Fig. 1: wiring by layer
Scale: 6 px per µm. Only two layers are drawn.
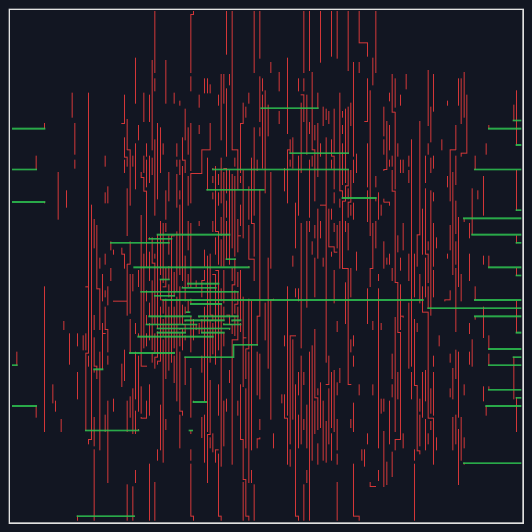
Fig. 2: local utilization
Scale: 3 px per µm. 9 x 9 tiles, from white (low) to dark blue (high), 0 to 100% covered.
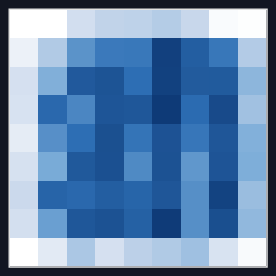
Fig. 3: clock network drawn from the DEF
Scale: 6 px per µm.
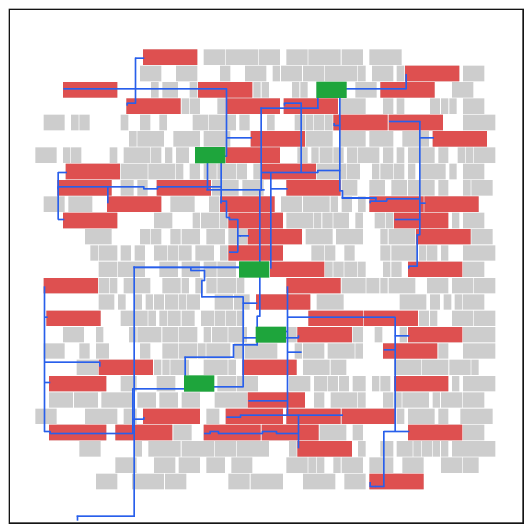
Fig. 4: track usage over the die
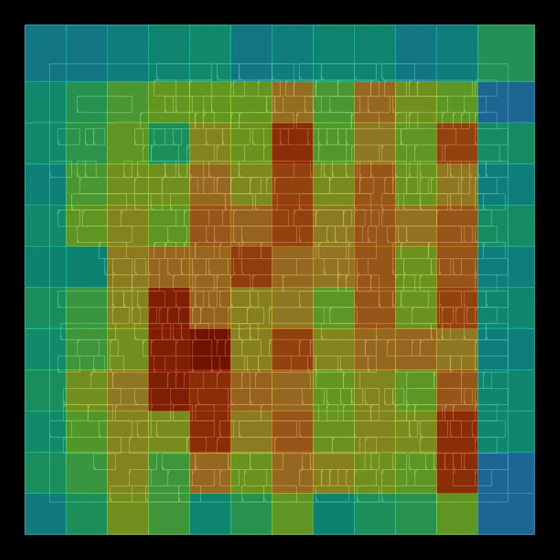
==> config.mk <==
export PLATFORM = sky130hd
export DESIGN_NAME = pwm_multi
export DESIGN_NICKNAME = d
export VERILOG_FILES = /design/src/rtl/pwm_pkg.sv /design/src/rtl/pwm_ch.sv /design/src/rtl/pwm_multi.sv
export SDC_FILE = /design/constraint.sdc
export NUM_CORES = 1
export LEC_CHECK = 0
export CAP_MARGIN = 40
export CORE_MARGIN = 4
export CORE_UTILIZATION = 53
export DETAILED_ROUTE_END_ITERATION = 10
export GPL_TIMING_DRIVEN = 0
export PLACE_DENSITY = 0.79
export SLEW_MARGIN = 30
export SYNTH_ARGS = -nofsm -noshare
export SYNTH_HDL_FRONTEND = slang
export SYNTH_HIERARCHICAL = 1
export SYNTH_SLANG_ARGS = --single-unit
==> constraint.sdc <==
create_clock -name clk -period 4.3 [get_ports clk]
set_clock_uncertainty 0.1 [all_clocks]
set_input_delay 0.86 -clock clk [delete_from_list [all_inputs] [get_ports clk]]
set_output_delay 0.86 -clock clk [all_outputs]
set_load 0.1 [all_outputs]
==> src/rtl/pwm_pkg.sv <==
// Shared definitions for the multi-channel PWM generator: mode encodings,
// default widths, counter direction type and a period-length helper.
package pwm_pkg;

  // Counting modes as presented on mode_shdw.
  localparam logic PWM_EDGE   = 1'b0;
  localparam logic PWM_CENTER = 1'b1;

  // Default geometry.
  localparam int unsigned PWM_CH_COUNT_DEF   = 4;
  localparam int unsigned PWM_CNT_WIDTH_DEF  = 8;
  localparam int unsigned PWM_PERIOD_RST_DEF = 255;

  // Counter direction; only meaningful in center-aligned mode.
  typedef enum logic {
    DirUp   = 1'b0,
    DirDown = 1'b1
  } pwm_dir_e;

  // Number of cycles in one PWM period for a given mode and period value.
  // A zero period degenerates to a single-cycle period in both modes.
  function automatic int unsigned pwm_period_len(logic mode, int unsigned p);
    int unsigned len;
    if (p == 0) begin
      len = 1;
    end else if (mode == PWM_EDGE) begin
      len = p + 1;
    end else begin
      len = 2 * p;
    end
    return len;
  endfunction

endpackage

==> src/rtl/pwm_ch.sv <==
// One PWM channel: double-buffered compare register and registered output.
// The active compare value is replaced from the shadow whenever the top level
// signals a period boundary (or while the generator is stopped).
module pwm_ch
  import pwm_pkg::*;
#(
  parameter int unsigned CNT_WIDTH = PWM_CNT_WIDTH_DEF
) (
  input  logic                 clk,
  input  logic                 rst_n,
  input  logic                 load,
  input  logic                 run,
  input  logic [CNT_WIDTH-1:0] cmp_shdw,
  input  logic [CNT_WIDTH-1:0] cnt,
  output logic                 pwm_out
);

  logic [CNT_WIDTH-1:0] cmp_q, cmp_d;
  logic                 out_q, out_d;

  // Next active compare value and next output sample.
  always_comb begin
    cmp_d = cmp_q;
    if (load) begin
      cmp_d = cmp_shdw;
    end
    // Compare uses the value active in this cycle, not the one being loaded.
    out_d = run & (cnt < cmp_q);
  end

  // Active compare register and output flop.
  always_ff @(posedge clk or negedge rst_n) begin
    if (!rst_n) begin
      cmp_q <= '0;
      out_q <= 1'b0;
    end else begin
      cmp_q <= cmp_d;
      out_q <= out_d;
    end
  end

  assign pwm_out = out_q;

endmodule

==> src/rtl/pwm_multi.sv <==
// Multi-channel PWM generator. A single period counter (edge- or
// center-aligned) is shared by all channels; period, mode and compare values
// are taken from shadow inputs only at a period boundary, so register writes
// never disturb the period in progress.
module pwm_multi
  import pwm_pkg::*;
#(
  parameter int unsigned CH_COUNT   = PWM_CH_COUNT_DEF,
  parameter int unsigned CNT_WIDTH  = PWM_CNT_WIDTH_DEF,
  parameter int unsigned PERIOD_RST = PWM_PERIOD_RST_DEF
) (
  input  logic                          clk,
  input  logic                          rst_n,
  input  logic                          en,
  input  logic                          mode_shdw,
  input  logic [CNT_WIDTH-1:0]          period_shdw,
  input  logic [CH_COUNT*CNT_WIDTH-1:0] cmp_shdw,
  output logic [CH_COUNT-1:0]           pwm_out,
  output logic                          period_strobe,
  output logic [CNT_WIDTH-1:0]          cnt_o
);

  localparam logic [CNT_WIDTH-1:0] CntZero   = '0;
  localparam logic [CNT_WIDTH-1:0] CntOne    = CNT_WIDTH'(1);
  localparam logic [CNT_WIDTH-1:0] PeriodRst = CNT_WIDTH'(PERIOD_RST);

  logic [CNT_WIDTH-1:0] cnt_q, cnt_d;
  logic [CNT_WIDTH-1:0] p_act_q, p_act_d;
  logic                 mode_act_q, mode_act_d;
  logic                 strobe_q, strobe_d;
  pwm_dir_e             dir_q, dir_d;
  logic                 boundary;
  logic                 load;

  // Boundary decode: the cycle whose successor restarts the count at zero.
  always_comb begin
    boundary = 1'b0;
    if (p_act_q == CntZero) begin
      // Degenerate period: the counter sits at zero and every cycle ends one.
      boundary = 1'b1;
    end else if (mode_act_q == PWM_EDGE) begin
      boundary = (cnt_q == p_act_q);
    end else begin
      // Last down cycle; with a period of one there is no down phase, so the
      // single up step to 1 also closes the period.
      boundary = (cnt_q == CntOne) && ((dir_q == DirDown) || (p_act_q == CntOne));
    end
    // While stopped the shadows flow straight through into the active set.
    load = ~en | boundary;
  end

  // Counter and direction next state.
  always_comb begin
    cnt_d = cnt_q;
    dir_d = dir_q;
    if (load) begin
      cnt_d = CntZero;
      dir_d = DirUp;
    end else if (mode_act_q == PWM_EDGE) begin
      cnt_d = cnt_q + CntOne;
    end else begin
      unique case (dir_q)
        DirUp: begin
          if (cnt_q == p_act_q) begin
            dir_d = DirDown;
            cnt_d = cnt_q - CntOne;
          end else begin
            cnt_d = cnt_q + CntOne;
          end
        end
        DirDown: cnt_d = cnt_q - CntOne;
        default: begin
          cnt_d = CntZero;
          dir_d = DirUp;
        end
      endcase
    end
  end

  // Active period/mode reload and the period-start strobe.
  always_comb begin
    p_act_d    = p_act_q;
    mode_act_d = mode_act_q;
    if (load) begin
      p_act_d    = period_shdw;
      mode_act_d = mode_shdw;
    end
    // Registered so it lines up with the first output sample of the period.
    strobe_d = en & (cnt_q == CntZero);
  end

  // Direction state register.
  always_ff @(posedge clk or negedge rst_n) begin
    if (!rst_n) begin
      dir_q <= DirUp;
    end else begin
      dir_q <= dir_d;
    end
  end

  // Counter, active period/mode and strobe registers.
  always_ff @(posedge clk or negedge rst_n) begin
    if (!rst_n) begin
      cnt_q      <= CntZero;
      p_act_q    <= PeriodRst;
      mode_act_q <= PWM_EDGE;
      strobe_q   <= 1'b0;
    end else begin
      cnt_q      <= cnt_d;
      p_act_q    <= p_act_d;
      mode_act_q <= mode_act_d;
      strobe_q   <= strobe_d;
    end
  end

  for (genvar i = 0; i < CH_COUNT; i++) begin : g_ch
    pwm_ch #(
      .CNT_WIDTH (CNT_WIDTH)
    ) u_ch (
      .clk      (clk),
      .rst_n    (rst_n),
      .load     (load),
      .run      (en),
      .cmp_shdw (cmp_shdw[i*CNT_WIDTH +: CNT_WIDTH]),
      .cnt      (cnt_q),
      .pwm_out  (pwm_out[i])
    );
  end

  assign period_strobe = strobe_q;
  assign cnt_o         = cnt_q;

endmodule

==> impl_results.rst <==
Flow metrics
------------

.. list-table::
   :header-rows: 1

   * - Metric
     - Value
   * - Core Rows
     - 27
   * - Measured slew at the worst slew-check pin
     - 0.864 ns
   * - Tool warning count
     - 29
   * - Nets
     - 474
   * - Setup total negative slack
     - 0 ns
   * - Pleak
     - 1.95 nW
   * - Cell accounting for the most synthesized area
     - sky130_fd_sc_hd__dfrtp_1
   * - Worst slew margin relative to its limit
     - 42.4%
   * - Y dimension of the die
     - 85.4 µm
   * - Critical-path cell with the highest stage delay
     - sky130_fd_sc_hd__inv_1
   * - Result of the run
     - finished clean
   * - Post-synth tally of flip-flops with integrated enable
     - 0
   * - Overall die width
     - 85.4 µm
   * - Number of placed instances, taps included
     - 463
   * - Critical setup path kind
     - flop to flop
   * - Ranking of synthesized cells by area
     - sky130_fd_sc_hd__dfrtp_1 37%, sky130_fd_sc_hd__ha_1 13%, sky130_fd_sc_hd__dfstp_2 6.6%, sky130_fd_sc_hd__o21ai_0 5.7%, sky130_fd_sc_hd__nand2_1 4.5%
   * - Xor-xnor portion of the synthesized cell area
     - 3.86%
   * - Met3 usage
     - 2.91%
   * - Sequential share of the synthesized area
     - 43.7%
   * - Final cell area excluding filler cells
     - 0.00413 mm²
   * - Crit Reg-Reg Endpoint
     - g_ch[0].u_ch/cmp_q[0]
   * - Critical path launch point type
     - flop
   * - Wire length of the first global-routing pass
     - 12200 µm
   * - Post-Synthesis Cell Area
     - 0.00317 mm²
   * - Fraction of final layout cells sized beyond drive strength 1
     - 14.5%
   * - Final antenna diode count
     - 0
   * - Ports placed on the boundary
     - 57
   * - Number of gates on the worst path with buffers counted
     - 8
   * - Unrepaired setup endpoints after global routing
     - false
   * - Number of buffers on the longest clock path
     - 2
   * - Non-filler cells, final
     - 471
   * - Top delay family on crit path
     - simple AND/OR/NAND/NOR gates
   * - Top cells by instance count after synthesis
     - 47 x sky130_fd_sc_hd__dfrtp_1, 38 x sky130_fd_sc_hd__nand2_1, 36 x sky130_fd_sc_hd__o21ai_0
   * - Count of buffers from port buffering
     - 56
   * - CP Data Required Time
     - 4.40 ns
   * - Setup WS pre-CTS
     - 0.809 ns
   * - Pwr/cell area
     - 292 mW/mm²
   * - Sinks on the clock net
     - 55
   * - CTS tree
     - built
   * - Setup violations, final
     - 0
   * - Logic family by area
     - AND-OR/OR-AND gates
   * - Final slew viol count
     - 0
   * - Layout overhead on the synthesized area
     - 30.2%
   * - H-tree depth reported by CTS
     - 2
   * - Highest net fanout along the worst path
     - 24
   * - Maximum cell stage delay along the critical path
     - 0.59 ns
   * - FFs w/ async S/R, synth
     - 100%
   * - Arr. time, crit path
     - 3.59 ns
Notes on Fig. 1 above:
Key: red = metal 2 [wire length 3670 µm]; green = metal 3 [wire length 413 µm]
GR Util All Layers: 21.1%
count of vias placed by the detailed router: 2578
routed wire length: 7320 µm

Notes on Fig. 2 above:
The fullest tile reaches 96%. The mean over all tiles is 55%. The emptiest ninth of the die: upper left. 4.9% of the tiles are nearly empty. 41% of the tiles are over 75% full.
CORE AREA: 0.00564 mm²
Floorplan Utilization: 56.3%

Notes on Fig. 3 above:
Key: green = clock drivers [count 5]; red = flip-flops [count 55]; blue = clock wires [length 661 µm]
There are 6 routed clock nets. Position of the flops: widely spread.
relative contribution of the clock network to total power: 24.8%
Insertion Delay late pin: 0.30 ns

Notes on Fig. 4 above:
Most Used Layer, Global Route: met2
M1 GR Usage: 26.4%
Global Route met2 Usage: 37.2%
Layout Utilization: 73.3%

[layout by cell type, fill, tap and decap left out, drive strengths merged]
cell / instances
dfrtp: 47
ha: 32
a21boi: 1
nor2: 15
mux2: 12
clkbuf: 11
and2: 2
nand4: 4
nand3b: 2
a32oi: 6
a211oi: 8
nor4b: 1
a32o: 1
clkdlybuf4s50: 55
nand2: 38
nor4: 5
dfstp: 8
o211a: 1
clkinv: 1
and3: 1
or2: 1
nor2b: 8
nand3: 7
xnor2: 2
or4: 1
a21oi: 8
a221oi: 3
o21ai: 40
or3: 3
nor3: 2
buf: 23
a21o: 1
xor2: 12
nand2b: 1
a41oi: 1
inv: 34
a22oi: 1
[where the power goes]
| part | leakage [nW] | switching [mW] | total, mW | internal, mW |
|---|---|---|---|---|
| Clock | 0.0484 | 0.167 | 0.299 | 0.132 |
| Combinational | 1.24 | 0.166 | 0.309 | 0.142 |
| Sequential | 0.666 | 0.0319 | 0.598 | 0.567 |
[layout make-up]
cell class / instances / area [µm²]
multi-input combinational: 220 / 1580
fill: 402 / 1510
sequential: 55 / 1390
timing repair buffer: 70 / 773
inverter: 34 / 128
tap: 72 / 90.1
clock buffer: 7 / 86.3
buffer: 12 / 83.8
clock inverter: 1 / 8.76
[cells by family (layout without fill, tap and decap cells)]
kind of cell / Yosys count / count (layout)
flip-flops: 55 / 55
adder cells (fa/ha/maj): 32 / 32
buffers and inverters: 46 / 124
XOR/XNOR: 14 / 14
multiplexers: 12 / 12
AND-OR/OR-AND: 71 / 71
AND/OR/NAND/NOR: 91 / 91
[registers in the layout, indices dropped and copies added, names as in the netlist]
| register | count |
|---|---|
| cnt_o | 8 |
| period_strobe | 1 |
| p_act_q | 8 |
| g_ch.u_ch/cmp_q | 32 |
| mode_act_q | 1 |
| g_ch.u_ch/pwm_out | 4 |
| dir_q | 1 |
Power and IR drop assume default switching activity.
